**config.mk**
```make
export PLATFORM = sky130hd
export DESIGN_NAME = multicycle_controller
export DESIGN_NICKNAME = d
export VERILOG_FILES = /design/src/rtl/mc_ctrl_pkg.sv /design/src/rtl/alu_ctrl_decoder.sv /design/src/rtl/multicycle_controller.sv
export SDC_FILE = /design/constraint.sdc
export NUM_CORES = 1
export LEC_CHECK = 0
export CAP_MARGIN = 30
export CORE_MARGIN = 2
export CORE_UTILIZATION = 46
export DETAILED_ROUTE_END_ITERATION = 6
export GPL_TIMING_DRIVEN = 0
export HOLD_SLACK_MARGIN = 0.06
export PLACE_DENSITY_LB_ADDON = 0.08
export SLEW_MARGIN = 20
export SYNTH_ARGS = -nofsm -noshare
export SYNTH_HDL_FRONTEND = slang
export SYNTH_SLANG_ARGS = --single-unit
export TNS_END_PERCENT = 10
```
**constraint.sdc**
```tcl
create_clock -name clk -period 2.5 [get_ports clk]
set_clock_uncertainty 0.05 [all_clocks]
set_input_delay 0.5 -clock clk [delete_from_list [all_inputs] [get_ports clk]]
set_output_delay 0.5 -clock clk [all_outputs]
set_load 0.005 [all_outputs]
```
**src/rtl/mc_ctrl_pkg.sv**
```systemverilog
// Shared constants, state encoding and decode helper for the multicycle MIPS-subset controller.
package mc_ctrl_pkg;

  localparam logic [5:0] OP_RTYPE = 6'b000000;
  localparam logic [5:0] OP_LW    = 6'b100011;
  localparam logic [5:0] OP_SW    = 6'b101011;
  localparam logic [5:0] OP_BEQ   = 6'b000100;
  localparam logic [5:0] OP_BNE   = 6'b000101;
  localparam logic [5:0] OP_J     = 6'b000010;
  localparam logic [5:0] OP_JAL   = 6'b000011;
  localparam logic [5:0] OP_ADDI  = 6'b001000;
  localparam logic [5:0] OP_ORI   = 6'b001101;

  localparam logic [5:0] FN_JR  = 6'b001000;
  localparam logic [5:0] FN_ADD = 6'b100000;
  localparam logic [5:0] FN_SUB = 6'b100010;
  localparam logic [5:0] FN_AND = 6'b100100;
  localparam logic [5:0] FN_OR  = 6'b100101;
  localparam logic [5:0] FN_SLT = 6'b101010;

  localparam logic [2:0] ALU_AND = 3'b000;
  localparam logic [2:0] ALU_OR  = 3'b001;
  localparam logic [2:0] ALU_ADD = 3'b010;
  localparam logic [2:0] ALU_SUB = 3'b110;
  localparam logic [2:0] ALU_SLT = 3'b111;

  typedef enum logic [3:0] {
    S_IDLE      = 4'd0,
    S_FETCH     = 4'd1,
    S_DECODE    = 4'd2,
    S_MEM_ADDR  = 4'd3,
    S_MEM_READ  = 4'd4,
    S_MEM_WB    = 4'd5,
    S_MEM_WRITE = 4'd6,
    S_EXECUTE   = 4'd7,
    S_R_WB      = 4'd8,
    S_BRANCH    = 4'd9,
    S_JUMP      = 4'd10,
    S_JAL       = 4'd11,
    S_JR        = 4'd12,
    S_IMM_EXEC  = 4'd13,
    S_IMM_WB    = 4'd14
  } state_t;

  // Which ALU operation source applies in the current state.
  typedef enum logic [1:0] {
    ACLS_ADD   = 2'd0,
    ACLS_FUNCT = 2'd1,
    ACLS_SUB   = 2'd2,
    ACLS_IMM   = 2'd3
  } alu_class_t;

  localparam logic [1:0] REG_DST_RT = 2'b00;
  localparam logic [1:0] REG_DST_RD = 2'b01;
  localparam logic [1:0] REG_DST_RA = 2'b10;

  localparam logic [1:0] MEM_TO_REG_ALU = 2'b00;
  localparam logic [1:0] MEM_TO_REG_MEM = 2'b01;
  localparam logic [1:0] MEM_TO_REG_PC  = 2'b10;

  localparam logic [1:0] ALU_B_REG    = 2'b00;
  localparam logic [1:0] ALU_B_FOUR   = 2'b01;
  localparam logic [1:0] ALU_B_IMM    = 2'b10;
  localparam logic [1:0] ALU_B_BRANCH = 2'b11;

  localparam logic [1:0] PC_SRC_ALU  = 2'b00;
  localparam logic [1:0] PC_SRC_OUT  = 2'b01;
  localparam logic [1:0] PC_SRC_JUMP = 2'b10;
  localparam logic [1:0] PC_SRC_REG  = 2'b11;

  // State following DECODE; S_FETCH marks an undecodable instruction.
  function automatic state_t decode_next(input logic [5:0] op, input logic [5:0] fn);
    state_t nxt;
    nxt = S_FETCH;
    case (op)
      OP_LW, OP_SW:    nxt = S_MEM_ADDR;
      OP_RTYPE: begin
        if (fn == FN_JR)
          nxt = S_JR;
        else if (fn inside {FN_ADD, FN_SUB, FN_AND, FN_OR, FN_SLT})
          nxt = S_EXECUTE;
      end
      OP_BEQ, OP_BNE:  nxt = S_BRANCH;
      OP_J:            nxt = S_JUMP;
      OP_JAL:          nxt = S_JAL;
      OP_ADDI, OP_ORI: nxt = S_IMM_EXEC;
      default:         nxt = S_FETCH;
    endcase
    return nxt;
  endfunction

endpackage

```
**src/rtl/alu_ctrl_decoder.sv**
```systemverilog
// ALU-control decode: maps (state class, opcode, funct) to alu_ctrl and zero_ext.
module alu_ctrl_decoder
  import mc_ctrl_pkg::*;
(
  input  alu_class_t  alu_class,
  input  logic [5:0]  opcode,
  input  logic [5:0]  funct,
  output logic [2:0]  alu_ctrl,
  output logic        zero_ext
);

  always_comb begin
    alu_ctrl = ALU_ADD;
    zero_ext = 1'b0;
    case (alu_class)
      ACLS_FUNCT: begin
        case (funct)
          FN_SUB:  alu_ctrl = ALU_SUB;
          FN_AND:  alu_ctrl = ALU_AND;
          FN_OR:   alu_ctrl = ALU_OR;
          FN_SLT:  alu_ctrl = ALU_SLT;
          default: alu_ctrl = ALU_ADD;
        endcase
      end
      ACLS_SUB: alu_ctrl = ALU_SUB;
      ACLS_IMM: begin
        if (opcode == OP_ORI) begin
          alu_ctrl = ALU_OR;
          zero_ext = 1'b1;
        end
      end
      default: alu_ctrl = ALU_ADD;
    endcase
  end

endmodule

```
**src/rtl/multicycle_controller.sv**
```systemverilog
// Multicycle MIPS-subset control FSM with ALU-control decode and retired-instruction counter.
// Define MC_CTRL_STALL_EN to make FETCH/MEM_READ/MEM_WRITE wait on mem_ready.
module multicycle_controller
  import mc_ctrl_pkg::*;
#(
  parameter int CNT_W = 32
)
(
  input  logic             clk,
  input  logic             rst_n,
  input  logic [5:0]       opcode,
  input  logic [5:0]       funct,
  input  logic             mem_ready,
  output logic             pc_write,
  output logic             pc_write_cond,
  output logic             pc_write_cond_ne,
  output logic             i_or_d,
  output logic             mem_read,
  output logic             mem_write,
  output logic             ir_write,
  output logic             reg_write,
  output logic             alu_src_a,
  output logic             zero_ext,
  output logic [1:0]       reg_dst,
  output logic [1:0]       mem_to_reg,
  output logic [1:0]       alu_src_b,
  output logic [1:0]       pc_source,
  output logic [2:0]       alu_ctrl,
  output logic [3:0]       state,
  output logic             retire,
  output logic             illegal,
  output logic [CNT_W-1:0] instr_count
);

  state_t     cur_state, next_state, decode_target;
  alu_class_t alu_class;
  logic [2:0] dec_alu_ctrl;
  logic       mem_go;

  assign decode_target = decode_next(opcode, funct);
  assign state         = cur_state;

  // Memory handshake: memory-facing states complete in the cycle mem_ready is high;
  // until then the strobes stay asserted and every state-advancing effect is held off.
`ifdef MC_CTRL_STALL_EN
  assign mem_go = mem_ready;
`else
  logic mem_ready_unused;
  assign mem_ready_unused = mem_ready;
  assign mem_go = 1'b1;
`endif

  always_ff @(posedge clk or negedge rst_n) begin
    if (!rst_n)
      cur_state <= S_IDLE;
    else
      cur_state <= next_state;
  end

  always_comb begin
    next_state = cur_state;
    case (cur_state)
      S_IDLE:      next_state = S_FETCH;
      S_FETCH:     next_state = mem_go ? S_DECODE : S_FETCH;
      S_DECODE:    next_state = decode_target;
      S_MEM_ADDR:  next_state = (opcode == OP_SW) ? S_MEM_WRITE : S_MEM_READ;
      S_MEM_READ:  next_state = mem_go ? S_MEM_WB : S_MEM_READ;
      S_MEM_WRITE: next_state = mem_go ? S_FETCH : S_MEM_WRITE;
      S_EXECUTE:   next_state = S_R_WB;
      S_IMM_EXEC:  next_state = S_IMM_WB;
      S_MEM_WB, S_R_WB, S_BRANCH, S_JUMP, S_JAL, S_JR, S_IMM_WB:
                   next_state = S_FETCH;
      default:     next_state = S_IDLE;
    endcase
  end

  always_comb begin
    pc_write         = 1'b0;
    pc_write_cond    = 1'b0;
    pc_write_cond_ne = 1'b0;
    i_or_d           = 1'b0;
    mem_read         = 1'b0;
    mem_write        = 1'b0;
    ir_write         = 1'b0;
    reg_write        = 1'b0;
    alu_src_a        = 1'b0;
    reg_dst          = REG_DST_RT;
    mem_to_reg       = MEM_TO_REG_ALU;
    alu_src_b        = ALU_B_REG;
    pc_source        = PC_SRC_ALU;
    alu_class        = ACLS_ADD;
    retire           = 1'b0;
    illegal          = 1'b0;
    case (cur_state)
      S_FETCH: begin
        mem_read  = 1'b1;
        pc_write  = mem_go;
        ir_write  = mem_go;
        alu_src_b = ALU_B_FOUR;
      end
      S_DECODE: begin
        alu_src_b = ALU_B_BRANCH;
        illegal   = (decode_target == S_FETCH);
      end
      S_MEM_ADDR: begin
        alu_src_a = 1'b1;
        alu_src_b = ALU_B_IMM;
      end
      S_MEM_READ: begin
        mem_read = 1'b1;
        i_or_d   = 1'b1;
      end
      S_MEM_WB: begin
        reg_write  = 1'b1;
        mem_to_reg = MEM_TO_REG_MEM;
        reg_dst    = REG_DST_RT;
        retire     = 1'b1;
      end
      S_MEM_WRITE: begin
        mem_write = 1'b1;
        i_or_d    = 1'b1;
        retire    = mem_go;
      end
      S_EXECUTE: begin
        alu_src_a = 1'b1;
        alu_class = ACLS_FUNCT;
      end
      S_R_WB: begin
        reg_write = 1'b1;
        reg_dst   = REG_DST_RD;
        retire    = 1'b1;
      end
      S_BRANCH: begin
        alu_src_a        = 1'b1;
        alu_class        = ACLS_SUB;
        pc_source        = PC_SRC_OUT;
        pc_write_cond    = (opcode == OP_BEQ);
        pc_write_cond_ne = (opcode == OP_BNE);
        retire           = 1'b1;
      end
      S_JUMP: begin
        pc_write  = 1'b1;
        pc_source = PC_SRC_JUMP;
        retire    = 1'b1;
      end
      S_JAL: begin
        pc_write   = 1'b1;
        pc_source  = PC_SRC_JUMP;
        reg_write  = 1'b1;
        reg_dst    = REG_DST_RA;
        mem_to_reg = MEM_TO_REG_PC;
        retire     = 1'b1;
      end
      S_JR: begin
        pc_write  = 1'b1;
        pc_source = PC_SRC_REG;
        retire    = 1'b1;
      end
      // IMM_WB keeps the IMM_EXEC ALU setup so the result stays stable during write-back.
      S_IMM_EXEC, S_IMM_WB: begin
        alu_src_a = 1'b1;
        alu_src_b = ALU_B_IMM;
        alu_class = ACLS_IMM;
        if (cur_state == S_IMM_WB) begin
          reg_write = 1'b1;
          reg_dst   = REG_DST_RT;
          retire    = 1'b1;
        end
      end
      default: ;
    endcase
  end

  alu_ctrl_decoder u_alu_ctrl_decoder (
    .alu_class (alu_class),
    .opcode    (opcode),
    .funct     (funct),
    .alu_ctrl  (dec_alu_ctrl),
    .zero_ext  (zero_ext)
  );

  // IDLE drives every output to zero, including the ALU code.
  assign alu_ctrl = (cur_state == S_IDLE) ? 3'b000 : dec_alu_ctrl;

  always_ff @(posedge clk or negedge rst_n) begin
    if (!rst_n)
      instr_count <= '0;
    else if (retire)
      instr_count <= instr_count + CNT_W'(1);
  end

endmodule
```
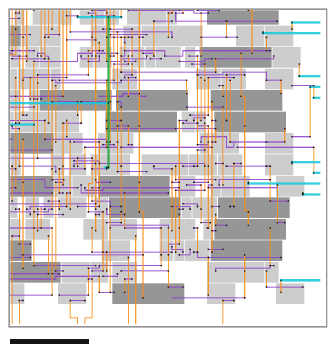
(run_1/closeup.png)
Scale bar: 10 um. Window x 34 to 74, y 0 to 40 um. Cells in gray, sequential cells in the stronger gray; small squares are vias.
[green] M4
[purple] M1
[orange] M2
[cyan] M3
netlist names of flops here include: instr_count (16)
sequential cells in the window: 16
most frequent: dfrtp_1 (16), clkdlybuf4s50_1 (15), xor2_1 (8)
cells with their middle in the window: 94

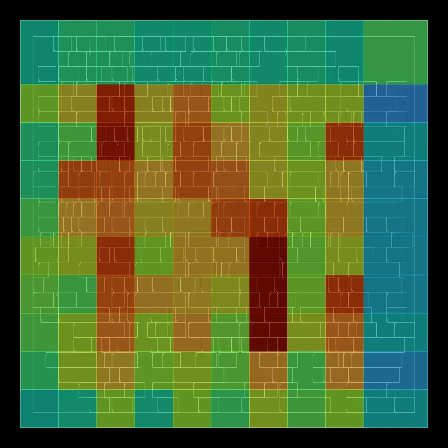
(run_1/congestion_map.png)
global routing usage on met2: 38.59%
post-layout util: 71.57%
GR peak layer: met2
GR Util met1: 27.97%
M3 GR Usage: 6.447%

==> results.ini, run 1 <==
[final_timing]
finalCritPeriodShare_pct = 100.5
worst_slew_pin_slew_ps = 393.4
period_needed_ps = 2512
worst_slack_ps = -12.28
rsz0062_at_grt = yes
setup_viol = 2
tns_ps = -15.35
hold_violations = 0

[cells_and_area]
comb_cells = 195
comb_area_um2 = 1385
final_common_cell = clkdlybuf4s50_1
inverters = 5
seq_area_um2 = 904.6
clk_share_pct = 2.794
layout.nets = 352
regMostFlops = instr_count
final_cell_mix = 52 x clkdlybuf4s50_1, 33 x dfrtp_1, 27 x nand2_1
largest_reg_flops = 32
clkbuf_count = 7
sh_comb_area_pct = 41.24
final-nonclk-buf-share_pct = 26.45
area_delta_synth_final_pct = 50.53
antenna_cells = 0

[floorplan]
die_height_um = 73.64
num_tap_cells = 54
die_area_um2 = 5423

[setup_path]
crit_chain = nand2b_4, o221ai_4, buf_6, clkdlybuf4s50_1
worstPathArrival_ps = 1960
r2r_slack_ps = 600
path_max_fanout = 10
cpPeakStageDelay_ps = 500
crit_family = buffers and inverters
path_depth = 4
path_class = flip-flop to primary output
critPathBufInv = 2

[synth]
yosysCellCount = 250
mux_share_pct = 1.346
logic_family = simple AND/OR/NAND/NOR gates
syn_area_um2 = 2231
ys_seq_share_pct = 40.38
ff_type = dfrtp_1
syn_inst = 250

[routing]
first_iter_violations = 131
post_drt_wl_per_cell_um = 14.73
vias_per_cell = 5.583
met1_length_um = 2382
met2_length_um = 2967
drt_first_pass_iters = 4

[outcome]
status = finished, violations left
violations = negative setup slack

[clock_network]
cts_tree = done
cts_resized = 64
cts_num_sinks = 36
cts_hold_buf = 1
clk_path_buf_depth = 2

[power]
internal_power_uw = 1482
swShare_pct = 37.17
p_leak_uw = 0.001532

[placement]
dp_hpwl_um = 4026
dp_slack_ps = -984.2
finalWeightedCongestion = 0.8430

[worst_hold_path]
worst_hold_path.endpoint = instr_count[31]$_DFFE_PN0P_
hold_class = flip-flop to flip-flop

[grt]
grt_pass1_vias = 2076
grt_usage_pct = 22.66

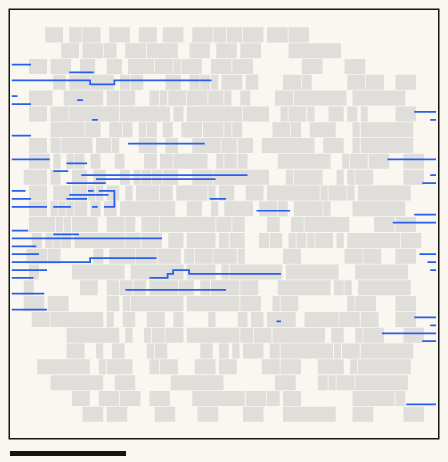
(run_1/m3.png)
Scale bar: 20 um.
longest straight run: 28.3 um
nets with wire on the layer: 46
share of all routed wire: 6.0%
wire length on this layer: 347 um
via count: 2,183
Routed Wire Length: 5759 um

## run 1: synth_stat cells, types with 4 or more instances
master / number / share of area [%]
a21oi_1: 6 / 1.3
and3_1: 4 / 1.1
clkbuf_1: 8 / 1.3
dfrtp_1: 36 / 40
inv_1: 4 / 0.67
nand2_1: 28 / 4.7
nand2b_1: 7 / 2.0
nand3_1: 12 / 2.7
nand4_1: 9 / 2.5
nor2_1: 27 / 4.5
nor3_1: 11 / 2.5
nor3_2: 4 / 1.8
nor3b_1: 4 / 1.3
o21ai_0: 10 / 2.2
xnor2_1: 13 / 5.1
xor2_1: 21 / 8.2
## run 1: power by group through the flow
stage	logic (uW)	clock network, uW	registers (uW)
detailed placement	1010	0	730
CTS	1150	434	749
global placement	1010	0	726
floorplan	523	0	724
finish	1180	430	753
global route	1260	468	767
--- run 2 (diff from run 1) ---
--- a/config.mk
+++ b/config.mk
@@ -7,7 +7,8 @@
 export LEC_CHECK = 0
 export CAP_MARGIN = 30
 export CORE_MARGIN = 2
-export CORE_UTILIZATION = 46
+export CORE_UTILIZATION = 47
+export CTS_BUF_LIST = sky130_fd_sc_hd__clkbuf_8
 export DETAILED_ROUTE_END_ITERATION = 6
 export GPL_TIMING_DRIVEN = 0
 export HOLD_SLACK_MARGIN = 0.06
==> run 2 against run 1 <==
Net effect:
- largest power group unchanged
- flip-flop count unchanged
- cell count increased by 1.0%
- fmax decreased by 0.74%
- total power increased by 4.8%
- sequential power about the same
- synthesized cell count unchanged
- the flow still finishes with violations (negative setup slack)
- sequential share of layout area decreased by 0.22 points
- setup slack got worse by 19 ps
- register-to-register slack about the same
- utilization increased by 1.2 points
==> results.ini, run 2 <==
[grt]
grt_usage_pct = 22.04
top_usage_layer = met2
grt_pass1_vias = 2040
grt_use_met2_pct = 38.59

[clock_network]
cts_tree = done
cts_hold_buf = 1
cts_num_sinks = 36
cts_resized = 59

[routing]
first_iter_violations = 123
met2_length_um = 3064
drt_first_pass_iters = 4
vias_per_cell = 5.435
post_drt_wl_per_cell_um = 14.72
met1_length_um = 2416

[setup_path]
crit_required_ps = 1950
worstPathArrival_ps = 1980
path_class = flip-flop to primary output
crit_slowest_cell = clkdlybuf4s50_1
path_depth = 5
cpPeakStageDelay_ps = 490
path_max_fanout = 10
critPathBufInv = 2
crit_family = buffers and inverters

[power]
pg_comb_uw = 1200
p_leak_uw = 0.001556
internal_power_uw = 1572
swShare_pct = 36.41
power_leader = combinational logic
power_density_nw_per_um2 = 729.3
powerSeq_uw = 753

[worst_hold_path]
hold_depth = 1

[outcome]
status = finished, violations left
violations = negative setup slack

[cells_and_area]
final_util_pct = 72.75
layout.nets = 356
regMostFlops = instr_count
final_common_cell = clkdlybuf4s50_1
area_delta_synth_final_pct = 51.99

[placement]
finalWeightedCongestion = 0.8394
dp_slack_ps = -992.0
dp_hpwl_um = 4119

[synth]
ys_seq_share_pct = 40.38
yosysTopAreaCellShare_pct = 40.38
topCellsByArea = dfrtp_1 40%, xor2_1 8.2%, xnor2_1 5.1%, nand2_1 4.7%, nor2_1 4.5%
yosysCellCount = 250
syn_area_um2 = 2231
top_area_cell = dfrtp_1
syn_inst = 250
top_cell = dfrtp_1
ff_type = dfrtp_1
top_cells_by_count = 36 x dfrtp_1, 28 x nand2_1, 27 x nor2_1

[final_timing]
finalCritPeriodShare_pct = 101.2
rsz0062_at_grt = yes
worst_slack_ps = -31.02
period_needed_ps = 2531
setup_viol = 1

[floorplan]
die_height_um = 72.90
die_area_um2 = 5314

==> run 2: logic make-up (layout without fill, tap and decap cells) <==
kind of cell,count (synthesis),after routing,share of synthesized area (%)
muxes,3,3,1.346
adders and majority gates,1,1,0.5608
and+or+nand+nor,127,127,31.63
DFF,36,36,40.38
AOI/OAI and AO/OA,30,30,8.862
buffers and inverters,19,110,3.869
xor gates and xnor gates,34,34,13.35
==> run 2: layout make-up <==
type,count,area [um^2]
sequential,36,905.9
clock buffer,5,68.82
multi-input combinational,195,1396
clock inverter,3,46.29
buffer,12,87.58
timing repair buffer,85,799.5
fill,355,1270
inverter,5,18.77
tap,54,67.56
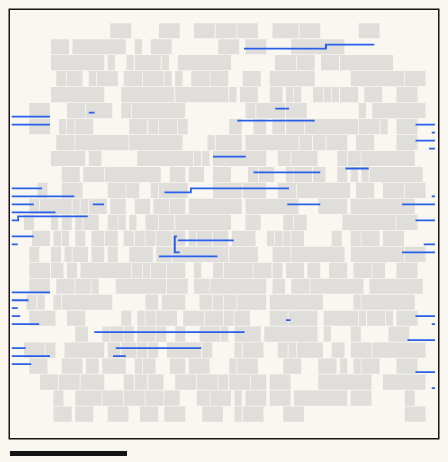
(run_2/m3.png)
Scale bar: 20 um.
longest straight run: 25.3 um
main direction: horizontal
nets with wire on the layer: 43
share of all routed wire: 4.6%
M3 GR Usage: 3.453%
Routed Wire Length: 5816 um
via count: 2,147

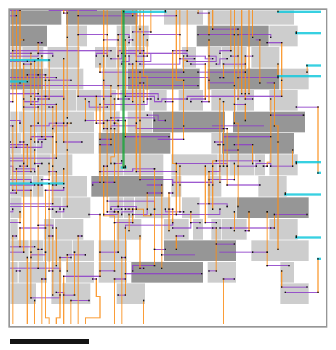
(run_2/closeup.png)
Scale bar: 10 um. Window x 33 to 73, y 0 to 40 um. Cells in gray, sequential cells in the stronger gray; small squares are vias.

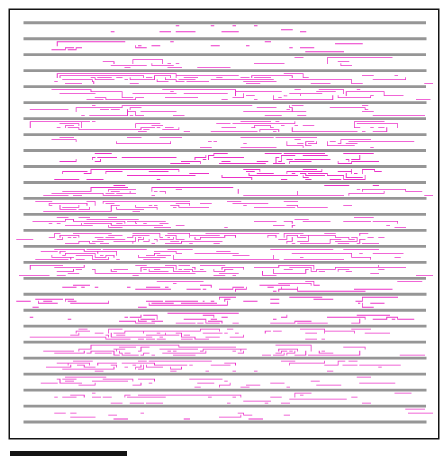
(run_2/m1.png)
Scale bar: 20 um. Supply wires on this layer in gray.
longest straight run: 22.1 um
main direction: horizontal
share of all routed wire: 42%
nets with wire on the layer: 309
GR Util met1: 28.19%

--- run 3 (diff from run 2) ---
--- a/config.mk
+++ b/config.mk
@@ -7,7 +7,7 @@
 export LEC_CHECK = 0
 export CAP_MARGIN = 30
 export CORE_MARGIN = 2
-export CORE_UTILIZATION = 47
+export CORE_UTILIZATION = 49
 export CTS_BUF_LIST = sky130_fd_sc_hd__clkbuf_8
 export DETAILED_ROUTE_END_ITERATION = 6
 export GPL_TIMING_DRIVEN = 0
@@ -16,5 +16,6 @@
 export SLEW_MARGIN = 20
 export SYNTH_ARGS = -nofsm -noshare
 export SYNTH_HDL_FRONTEND = slang
+export SYNTH_HIERARCHICAL = 1
 export SYNTH_SLANG_ARGS = --single-unit
 export TNS_END_PERCENT = 10
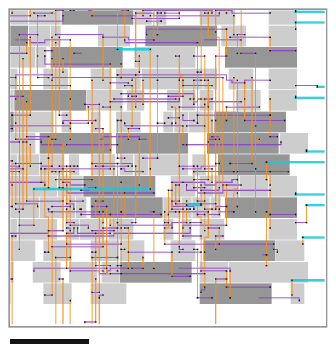
(run_3/closeup.png)
Scale bar: 10 um. Window x 34 to 74, y 0 to 40 um. Cells in gray, sequential cells in the stronger gray; small squares are vias.
[orange] M2
[cyan] M3
[purple] M1
most frequent: dfrtp_1 (16), clkdlybuf4s50_1 (15)
netlist names of flops here include: instr_count (16)
cells with their middle in the window: 98
sequential cells in the window: 16

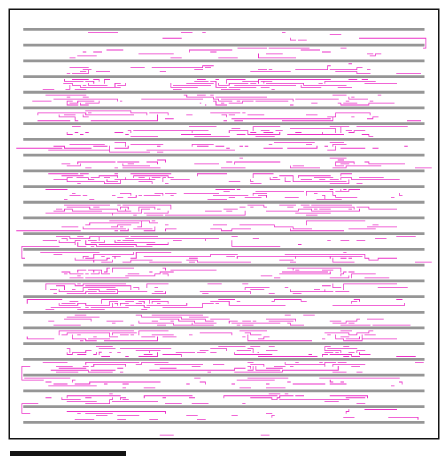
(run_3/m1.png)
Scale bar: 20 um. Supply wires on this layer in gray.
longest straight run: 21.6 um
wire length on this layer: 2,680 um
nets with wire on the layer: 316

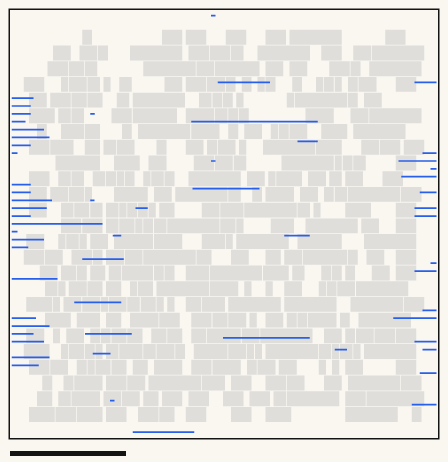
(run_3/m3.png)
Scale bar: 20 um.
share of all routed wire: 4.4%
main direction: horizontal
wire length on this layer: 269 um
longest straight run: 21.6 um
M3 GR Usage: 4.472%
Routed Wire Length: 6137 um

==> run 3 against run 2 <==
Net effect:
- the flow still finishes with violations (negative setup slack)
- synthesized area rose by 7.9%
- first-iteration DRC count fell by 43%
- clock-buffer cell count rose by 2
- sequential power fell by 2.9%
- die area rose by 3.3%
- combinational power rose by about 20%
- global-route usage rose by 1.4 points
- clock power fell by 16%
- setup slack got worse by 190 ps
- wire length rose by 5.5%
- critical path type is now input pin to primary output
- largest cell class unchanged
- highest routed layer unchanged
==> results.ini, run 3 <==
[cells_and_area]
antenna_cells = 0
buffers = 108
largest_reg_flops = 32
area_delta_synth_final_pct = 50.75
seq_area_share_pct = 24.84
layout.nets = 378
final_util_pct = 76.79
final_common_cell = clkdlybuf4s50_1
final_cell_mix = 49 x clkdlybuf4s50_1, 36 x dfrtp_1, 24 x xor2_1
inverters = 8
clkbuf_count = 7
comb_cells = 203
sh_comb_area_pct = 41.39
n_fill_cell = 337
design.seq.count = 36
seq_area_um2 = 900.9
regMostFlops = instr_count
final-nonclk-buf-share_pct = 27.98
drive_gt1_share_pct = 22.65
dominant_cells = logic gates
comb_area_um2 = 1501
clk_share_pct = 2.656

[routing]
antenna_left = 0
met2_length_um = 3081
vias_per_cell = 5.508
post_drt_wl_per_cell_um = 14.31
dr_total_vias = 2363
first_iter_violations = 70
highest_layer = met4
drt_first_pass_iters = 4
met1_length_um = 2676

[grt]
grt_pass1_vias = 2141
grt_use_met2_pct = 38.59
gr-usage-met1_pct = 29.48
grt_usage_pct = 23.40
top_usage_layer = met2

[job]
warnings = 29
timing.max_cap.violations = 0

[power]
p_clk_uw = 442
powerSeq_uw = 731
internal_power_uw = 1630
swShare_pct = 36.51
power_density_nw_per_um2 = 707.7
p_leak_uw = 0.001749
pg_comb_uw = 1390
power_leader = combinational logic
pwr-share-comb_pct = 54.3

[final_timing]
worst_slack_ps = -222.6
worst_slew_pin_slew_ps = 457.2
period_needed_ps = 2723
tns_ps = -665.7
hold_violations = 0
rsz0062_at_grt = yes
finalMaxSlewViolations = 0
finalCritPeriodShare_pct = 108.9
setup_viol = 5

[setup_path]
path_class = input pin to primary output
crit_required_ps = 1950
rr_worst_depth = 5
r2r_slack_ps = 540
path_max_fanout = 9
worstPathArrival_ps = 2170
r2r-end = instr_count[20]$_DFFE_PN0P_

[placement]
dp_hpwl_um = 4203
dp_slack_ps = -805.6
finalWeightedCongestion = 0.8617

[outcome]
status = finished, violations left
violations = negative setup slack

[synth]
top_cells_by_count = 36 x dfrtp_1, 24 x xor2_1, 21 x nand2_1
top_area_cell = dfrtp_1
syn_area_um2 = 2406
topCellsByArea = dfrtp_1 37%, xor2_1 8.7%, nor3_1 4.0%, nand2_1 3.3%, xnor2_1 2.9%
syn_inst = 262
yosysCellCount = 262
yosysTopAreaCellShare_pct = 37.44
ff_type = dfrtp_1
ys_seq_share_pct = 37.44
top_cell = dfrtp_1

[clock_network]
cts_num_sinks = 36
cts_resized = 61
clk_path_buf_depth = 2
cts_root_buf = clkbuf_8
path_clk_slew_ps = 70
cts_tree = done
cts_hold_buf = 0

[floorplan]
die_height_um = 74.08
die_area_um2 = 5487
core_area_um2 = 4723
num_tap_cells = 67

[worst_hold_path]
hold_class = input pin to async pin

==> run 3: netlist changes by cell type in the layout (fill, tap and decap cells not counted), sizes merged, moves of 4 or more <==
cell	before	now
and4	1	5
buf	23	35
dlymetal6s2s	3	7
nand2	29	21
nand4	12	8
nor2	27	17
nor2b	1	10
nor3	16	20
nor4	2	12
xnor2	13	8
==> run 3: cells by family (layout without fill, tap and decap cells) <==
logic type      Yosys count  after routing  synth area share, %
compound gates           32             32                9.412
xor+xnor                 32             32                11.65
buf+inv                  23            123                5.044
mux                       1              1               0.4160
simple gates            137            137                35.52
flops                    36             36                37.44
fa+ha+maj                 1              1               0.5199
==> run 3: critical path: stages <==
cell,delay [ps]
clkdlybuf4s50_1,420
clkbuf_4,190
or3_1,340
a21oi_1,120
a211o_1,150
nor3b_4,200
dlygate4sd2_1,250

==> gallery <==
Gate-type map.
Scale bar: 20 um.
picture 1
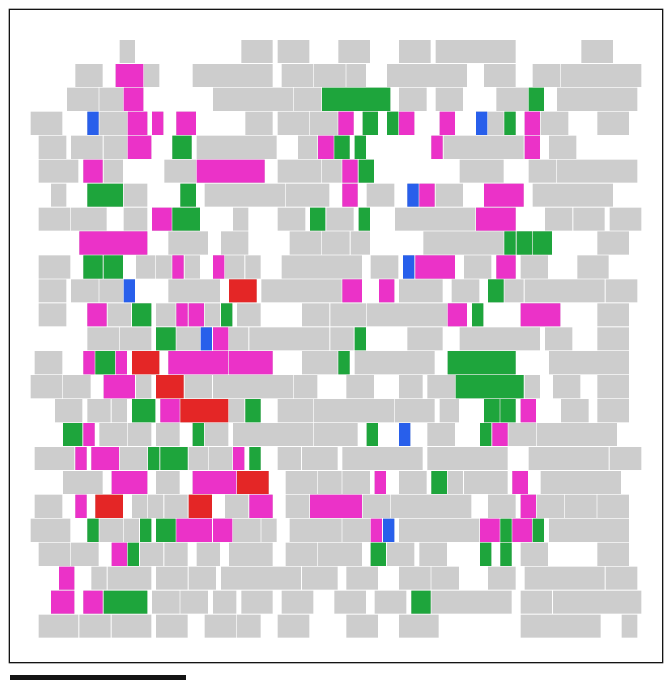
picture 2
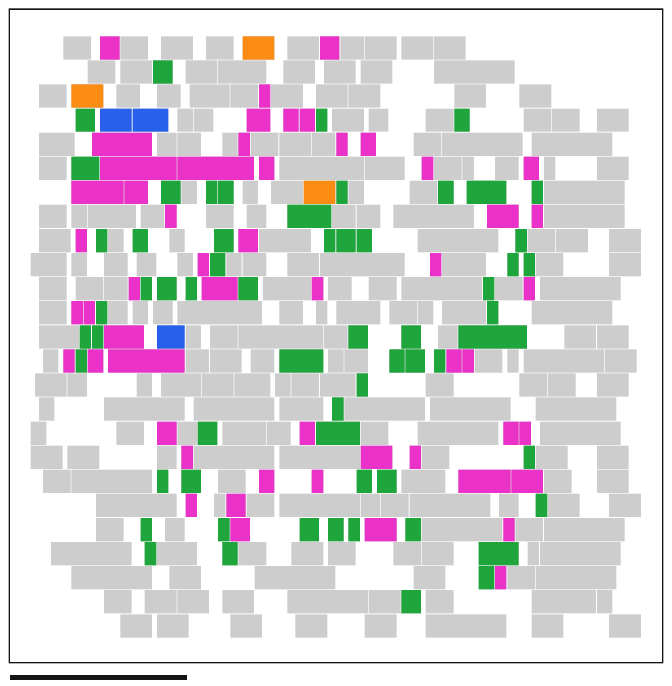
picture 3
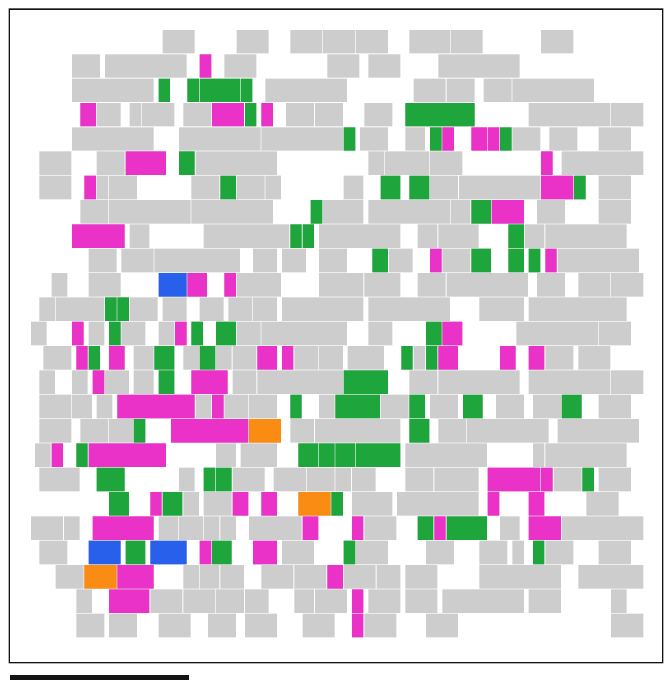
picture 3: run 2
picture 2: run 1
picture 1: run 3

Key to picture 1:
[magenta] nor cells | cells: 63 | where: spread over the die
[red] non-inverting ao/oa cells | cells: 7
[blue] inv cells | cells: 8
[green] nand cells | cells: 52 | where: spread over the die

Power and IR drop assume default switching activity.
